[src/rtl/jrb8_pkg.sv]
// ---------------------------------------------------------------------------
// jrb8_pkg
// Shared definitions for the jrb8 memory arbiter: FSM state encoding,
// requester indices and the data width of the memory port.
// ---------------------------------------------------------------------------
package jrb8_pkg;

    localparam int DATA_W = 8;

    typedef enum logic [1:0] {
        IDLE   = 2'b00,
        ACCESS = 2'b01,
        RESP   = 2'b10
    } state_t;

    // Requester indices; bit positions in the request/grant vectors.
    localparam logic [1:0] REQ_F = 2'd0;
    localparam logic [1:0] REQ_D = 2'd1;
    localparam logic [1:0] REQ_X = 2'd2;

    // Convert a one-hot grant vector to a requester index (fetch when empty).
    function automatic logic [1:0] onehot_to_idx(input logic [2:0] oh);
        logic [1:0] idx;
        idx = REQ_F;
        if (oh[REQ_X])      idx = REQ_X;
        else if (oh[REQ_D]) idx = REQ_D;
        return idx;
    endfunction

endpackage

[src/rtl/mem_arbiter_prio_pick.sv]
// ---------------------------------------------------------------------------
// prio_pick
// Combinational 3-input fixed-priority selector (bit 2 > bit 1 > bit 0).
// Ports:
//   req   [2:0]  raw request vector, indexed by requester
//   mask  [2:0]  requests to ignore for this arbitration
//   grant [2:0]  one-hot winner (all zero when nothing eligible)
//   valid        at least one eligible request
// ---------------------------------------------------------------------------
module prio_pick
    import jrb8_pkg::*;
(
    input  logic [2:0] req,
    input  logic [2:0] mask,
    output logic [2:0] grant,
    output logic       valid
);

    logic [2:0] eligible;

    assign eligible = req & ~mask;
    assign valid    = |eligible;

    // NOTE: every output of a combinational block gets a default first so no latch is inferred.
    always_comb begin
        grant = '0;
        if (eligible[REQ_X])      grant[REQ_X] = 1'b1;
        else if (eligible[REQ_D]) grant[REQ_D] = 1'b1;
        else if (eligible[REQ_F]) grant[REQ_F] = 1'b1;
    end

endmodule

[src/rtl/mem_arbiter.sv]
// ---------------------------------------------------------------------------
// mem_arbiter
// Shares one 8-bit memory port among instruction fetch (f), data path (d)
// and the external program-load/debug port (x). Each access is a
// multi-cycle IDLE -> ACCESS -> RESP transaction with programmable wait
// states and a mem_ready qualifier on the final wait cycle.
// Ports:
//   clk, rst_n                      clock, async active-low reset
//   f_req/f_addr                    fetch read request
//   d_req/d_we/d_addr/d_wdata       data-path request
//   x_req/x_we/x_addr/x_wdata       external-port request
//   f_ack/d_ack/x_ack               one-cycle completion pulses
//   rdata                           read data, valid with any ack
//   x_hold                          external port owns (or is claiming) the bus
//   busy                            FSM not in IDLE
//   mem_en/mem_we/mem_addr/mem_wdata memory port outputs
//   mem_rdata/mem_ready             memory read data and completion qualifier
// ---------------------------------------------------------------------------
module mem_arbiter
    import jrb8_pkg::*;
#(
    parameter int ADDR_W       = 16,
    parameter int WAIT_CYCLES  = 2,
    parameter int STARVE_LIMIT = 4
) (
    input  logic              clk,
    input  logic              rst_n,
    input  logic              f_req,
    input  logic [ADDR_W-1:0] f_addr,
    input  logic              d_req,
    input  logic              d_we,
    input  logic [ADDR_W-1:0] d_addr,
    input  logic [DATA_W-1:0] d_wdata,
    input  logic              x_req,
    input  logic              x_we,
    input  logic [ADDR_W-1:0] x_addr,
    input  logic [DATA_W-1:0] x_wdata,
    output logic              f_ack,
    output logic              d_ack,
    output logic              x_ack,
    output logic [DATA_W-1:0] rdata,
    output logic              x_hold,
    output logic              busy,
    output logic              mem_en,
    output logic              mem_we,
    output logic [ADDR_W-1:0] mem_addr,
    output logic [DATA_W-1:0] mem_wdata,
    input  logic [DATA_W-1:0] mem_rdata,
    input  logic              mem_ready
);

    localparam logic [3:0] WAIT_LAST = 4'(WAIT_CYCLES - 1);
    localparam logic [3:0] XCNT_MAX  = 4'(STARVE_LIMIT);

    state_t            state, state_nx;
    logic [1:0]        idx_q;
    logic              we_q;
    logic [ADDR_W-1:0] addr_q;
    logic [DATA_W-1:0] wdata_q;
    logic [DATA_W-1:0] rdata_q;
    logic [3:0]        wcnt_q;
    logic [3:0]        xcnt_q;

    logic [2:0] req_vec;
    logic [2:0] mask;
    logic [2:0] grant;
    logic       grant_valid;
    logic [1:0] grant_idx;
    logic       last_wait;
    logic       access_done;

    assign req_vec = {x_req, d_req, f_req};

    // After STARVE_LIMIT back-to-back external grants, the CPU gets the next
    // slot if it is asking; otherwise x keeps winning.
    assign mask = {(xcnt_q == XCNT_MAX) && (d_req || f_req), 2'b00};

    prio_pick u_pick (
        .req   (req_vec),
        .mask  (mask),
        .grant (grant),
        .valid (grant_valid)
    );

    assign grant_idx   = onehot_to_idx(grant);
    assign last_wait   = (wcnt_q == WAIT_LAST);
    assign access_done = last_wait && mem_ready;

    always_comb begin
        state_nx = state;
        case (state)
            IDLE:    if (grant_valid) state_nx = ACCESS;
            ACCESS:  if (access_done) state_nx = RESP;
            RESP:    state_nx = IDLE;
            default: state_nx = IDLE;
        endcase
    end

    // NOTE: sequential state uses non-blocking assignments so every register samples pre-edge values.
    always_ff @(posedge clk or negedge rst_n) begin
        if (!rst_n) state <= IDLE;
        else        state <= state_nx;
    end

    always_ff @(posedge clk or negedge rst_n) begin
        if (!rst_n) begin
            idx_q   <= REQ_F;
            we_q    <= 1'b0;
            addr_q  <= '0;
            wdata_q <= '0;
            rdata_q <= '0;
            wcnt_q  <= '0;
            xcnt_q  <= '0;
        end else begin
            if (state == IDLE && grant_valid) begin
                idx_q  <= grant_idx;
                wcnt_q <= '0;
                case (grant_idx)
                    REQ_X: begin
                        we_q    <= x_we;
                        addr_q  <= x_addr;
                        wdata_q <= x_wdata;
                        if (xcnt_q != XCNT_MAX) xcnt_q <= xcnt_q + 4'd1;
                    end
                    REQ_D: begin
                        we_q    <= d_we;
                        addr_q  <= d_addr;
                        wdata_q <= d_wdata;
                        xcnt_q  <= '0;
                    end
                    default: begin
                        // Fetch is read-only.
                        we_q    <= 1'b0;
                        addr_q  <= f_addr;
                        wdata_q <= '0;
                        xcnt_q  <= '0;
                    end
                endcase
            end
            if (state == ACCESS) begin
                // Held at the final count while the memory is not ready.
                if (!last_wait)  wcnt_q  <= wcnt_q + 4'd1;
                if (access_done) rdata_q <= mem_rdata;
            end
        end
    end

    // Strobes decode from the async-reset state register, so they drop the
    // moment rst_n falls.
    assign mem_en    = (state == ACCESS);
    assign mem_we    = (state == ACCESS) && we_q;
    assign mem_addr  = addr_q;
    assign mem_wdata = wdata_q;
    assign rdata     = rdata_q;
    assign busy      = (state != IDLE);
    assign f_ack     = (state == RESP) && (idx_q == REQ_F);
    assign d_ack     = (state == RESP) && (idx_q == REQ_D);
    assign x_ack     = (state == RESP) && (idx_q == REQ_X);

    // In IDLE x_hold follows x_req directly so the CPU sequencer stalls in
    // the same cycle the external port claims the bus.
    assign x_hold = (state == IDLE) ? x_req : (idx_q == REQ_X);

endmodule

[config.mk]
export PLATFORM = sky130hd
export DESIGN_NAME = mem_arbiter
export DESIGN_NICKNAME = d
export VERILOG_FILES = /design/src/rtl/jrb8_pkg.sv /design/src/rtl/mem_arbiter_prio_pick.sv /design/src/rtl/mem_arbiter.sv
export SDC_FILE = /design/constraint.sdc
export NUM_CORES = 1
export LEC_CHECK = 0
export CAP_MARGIN = 20
export CORE_MARGIN = 2
export CORE_UTILIZATION = 30
export CTS_BUF_LIST = sky130_fd_sc_hd__clkbuf_16
export CTS_CLUSTER_SIZE = 25
export DETAILED_ROUTE_END_ITERATION = 6
export MAX_ROUTING_LAYER = met4
export SLEW_MARGIN = 20
export SYNTH_ARGS = -nofsm -noshare
export SYNTH_HDL_FRONTEND = slang
export SYNTH_HIERARCHICAL = 1
export SYNTH_SLANG_ARGS = --single-unit
[constraint.sdc]
create_clock -name clk -period 5.07 [get_ports clk]
set_input_delay 1.521 -clock clk [delete_from_list [all_inputs] [get_ports clk]]
set_output_delay 1.521 -clock clk [all_outputs]
set_load 0.05 [all_outputs]
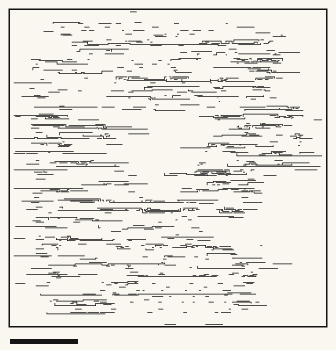
**Above:** M1 wires.
Scale bar: 20 um.
wire length on this layer = 2590 um
main direction = horizontal
share of all routed wire = 44%
nets with wire on the layer = 380
longest straight run = 27.6 um

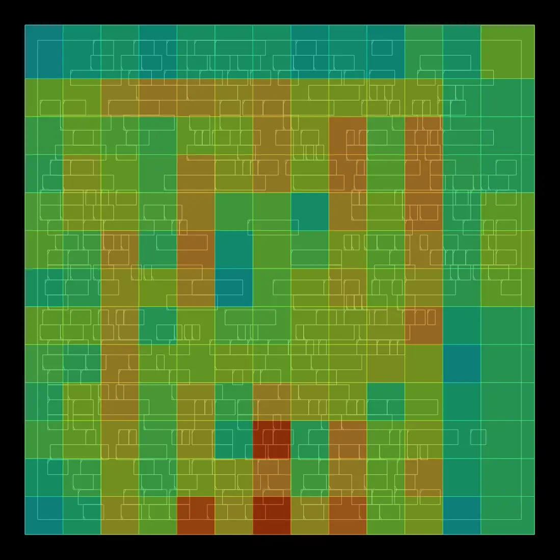
**Above:** congestion heat map.
overall global routing resource usage: 15.0%
final core utilization: 49.2%
met1 Resource Use GR: 19.1%
Routed wire per std cell: 13.1 um

==> results.rst <==
Metrics
=======

.. list-table::
   :header-rows: 1

   * - Metric
     - Value
   * - Status
     - finished clean
   * - Kind of critical path
     - input pin to primary output
   * - Crit path launch type
     - input pin
   * - Internal
     - 1.21 mW
   * - Routed length on met1
     - 2590 um
   * - Skew final
     - 5.32 ps
   * - Number of H-tree branching levels
     - 2
   * - Routed length on met2
     - 2970 um
   * - Largest stage delay on the critical path
     - 820 ps
   * - Power Density
     - 606 nW/um^2
   * - Cell seen most often among critical-path stages
     - sky130_fd_sc_hd__clkdlybuf4s50_1
   * - Non-clock buffer total of the final layout
     - 122
   * - Wire length of the first global-routing pass
     - 9980 um
   * - Insertion Delay late pin
     - 280 ps
   * - Data required time at the worst endpoint
     - 3550 ps
   * - Total gr overflow
     - 0
   * - Chip Width
     - 92.6 um
   * - Count of hold buffers inserted by post-cts repair
     - 0
   * - GRT busiest layer
     - met2
   * - Top delay family on crit path
     - buffers and inverters
   * - Clock tree buffer count of the final layout
     - 5
   * - DRC viols
     - 0
   * - Total Wirelength
     - 5850 um
   * - Share of final-layout standard cells stronger than drive strength 1
     - 11.4%
   * - Fraction of power spent switching nets
     - 47.1%
   * - Count of final setup violators
     - 0
   * - Peak Freq
     - 0.225 GHz
   * - Final count of hold timing violations
     - 0
   * - Biggest area consumer among cell classes
     - non-clock buffers
   * - Final Instance Area
     - 3760 um^2
   * - Critical Path Stages
     - 4
   * - Detailed Place HPWL
     - 4320 um
   * - Vias in the first global route
     - 2061
   * - Net switching power of the design
     - 1.07 mW
   * - Number of violations reported at the end of detailed-routing iteration 0
     - 21
   * - Final Wtd Congestion
     - 0.734
   * - Power consumed by combinational cells
     - 1.32 mW
   * - Met3 demand-to-capacity share in global routing
     - 2.93%
   * - Number of iterations in the first detailed-routing pass
     - 4
   * - Clock-pin slew of the registers on the worst-case setup and hold paths
     - 60 ps
   * - Root Driver
     - sky130_fd_sc_hd__clkbuf_16
   * - Post-CTS Repair Setup Buffers
     - 0
   * - Rows
     - 32
   * - Syn Area/Cell
     - 10.4 um^2
   * - Register-to-register setup slack
     - 2450 ps
   * - Type of the most critical hold path
     - flop to flop
   * - Reg2reg end
     - we_q$_DFFE_PN0P_
   * - Sequential cells
     - 45
   * - Cell Count Post-Placement
     - 437
   * - Comb gates
     - 160
   * - Hold EP
     - mem_addr[12]$_DFFE_PN0P_
   * - Reg2Reg Launch Point
     - xcnt_q[0]$_DFFE_PN0P_
   * - Transition time of the tightest slew-check pin
     - 820 ps
   * - Number of nets in the final layout
     - 426
   * - Clk network pwr share
     - 13.4%
   * - Area fraction of clock buffers and clock inverters
     - 3.66%
   * - Headroom to the max-slew limit
     - 45.2%
   * - Sequential fraction of design power
     - 28.5%
   * - Summed instance area of the synthesized netlist
     - 2350 um^2
   * - Input/output buffers
     - 118
   * - # Taps
     - 102
   * - Vias per std cell
     - 4.52
   * - Num CTS Buffers
     - 5
   * - Boundary pin count
     - 119
   * - Total tool warning count
     - 28
   * - Multi-input gate share of total cell area
     - 30.1%
   * - Max reg flops
     - 16
   * - Relative contribution of combinational cells to total power
     - 58.1%
   * - Worst slack at placement
     - 629 ps
   * - Power group with the highest consumption
     - combinational logic
   * - Std-Cell Core Area
     - 7650 um^2
   * - Number of warnings issued by yosys
     - 6
   * - Setup repair after global routing missed its margin
     - false
   * - Number of cells on the worst hold path
     - 2
   * - Finished Layout Cells
     - 445
   * - Power consumed by sequential cells
     - 0.651 mW
   * - Cell-by-cell listing of the critical path
     - clkdlybuf4s50_1 > nand2_1 > o21ai_0 > clkdlybuf4s50_1
   * - Shortest period the worst path allows
     - 4450 ps
   * - Count of max-cap constraint violations
     - 0
   * - Top Layout Cells
     - 117 x sky130_fd_sc_hd__clkdlybuf4s50_1, 45 x sky130_fd_sc_hd__dfrtp_1, 28 x sky130_fd_sc_hd__nand2_1
   * - Non-clock buffer share of cell area
     - 32.1%
   * - Worst setup EP type
     - primary output
   * - Number of antenna violations at the first check in global routing
     - 0
   * - Hold Slack
     - 478 ps
   * - Area after DPL
     - 3620 um^2
   * - Critical path startpoint
     - x_req
   * - Cell with the largest stage delay on the worst path
     - sky130_fd_sc_hd__clkdlybuf4s50_1
   * - Number of buffer and inverter stages on the critical path
     - 2
   * - Depth of the worst register-to-register path
     - 10
   * - TritonCTS clock tree
     - built
   * - Number of nets with antenna violations after detailed routing
     - 0
   * - Final setup slack of the worst path
     - 623 ps
   * - M2 GR Usage
     - 24.7%
   * - Number of clock sinks
     - 45
   * - Signal inverters
     - 8
Power and IR drop assume default switching activity.
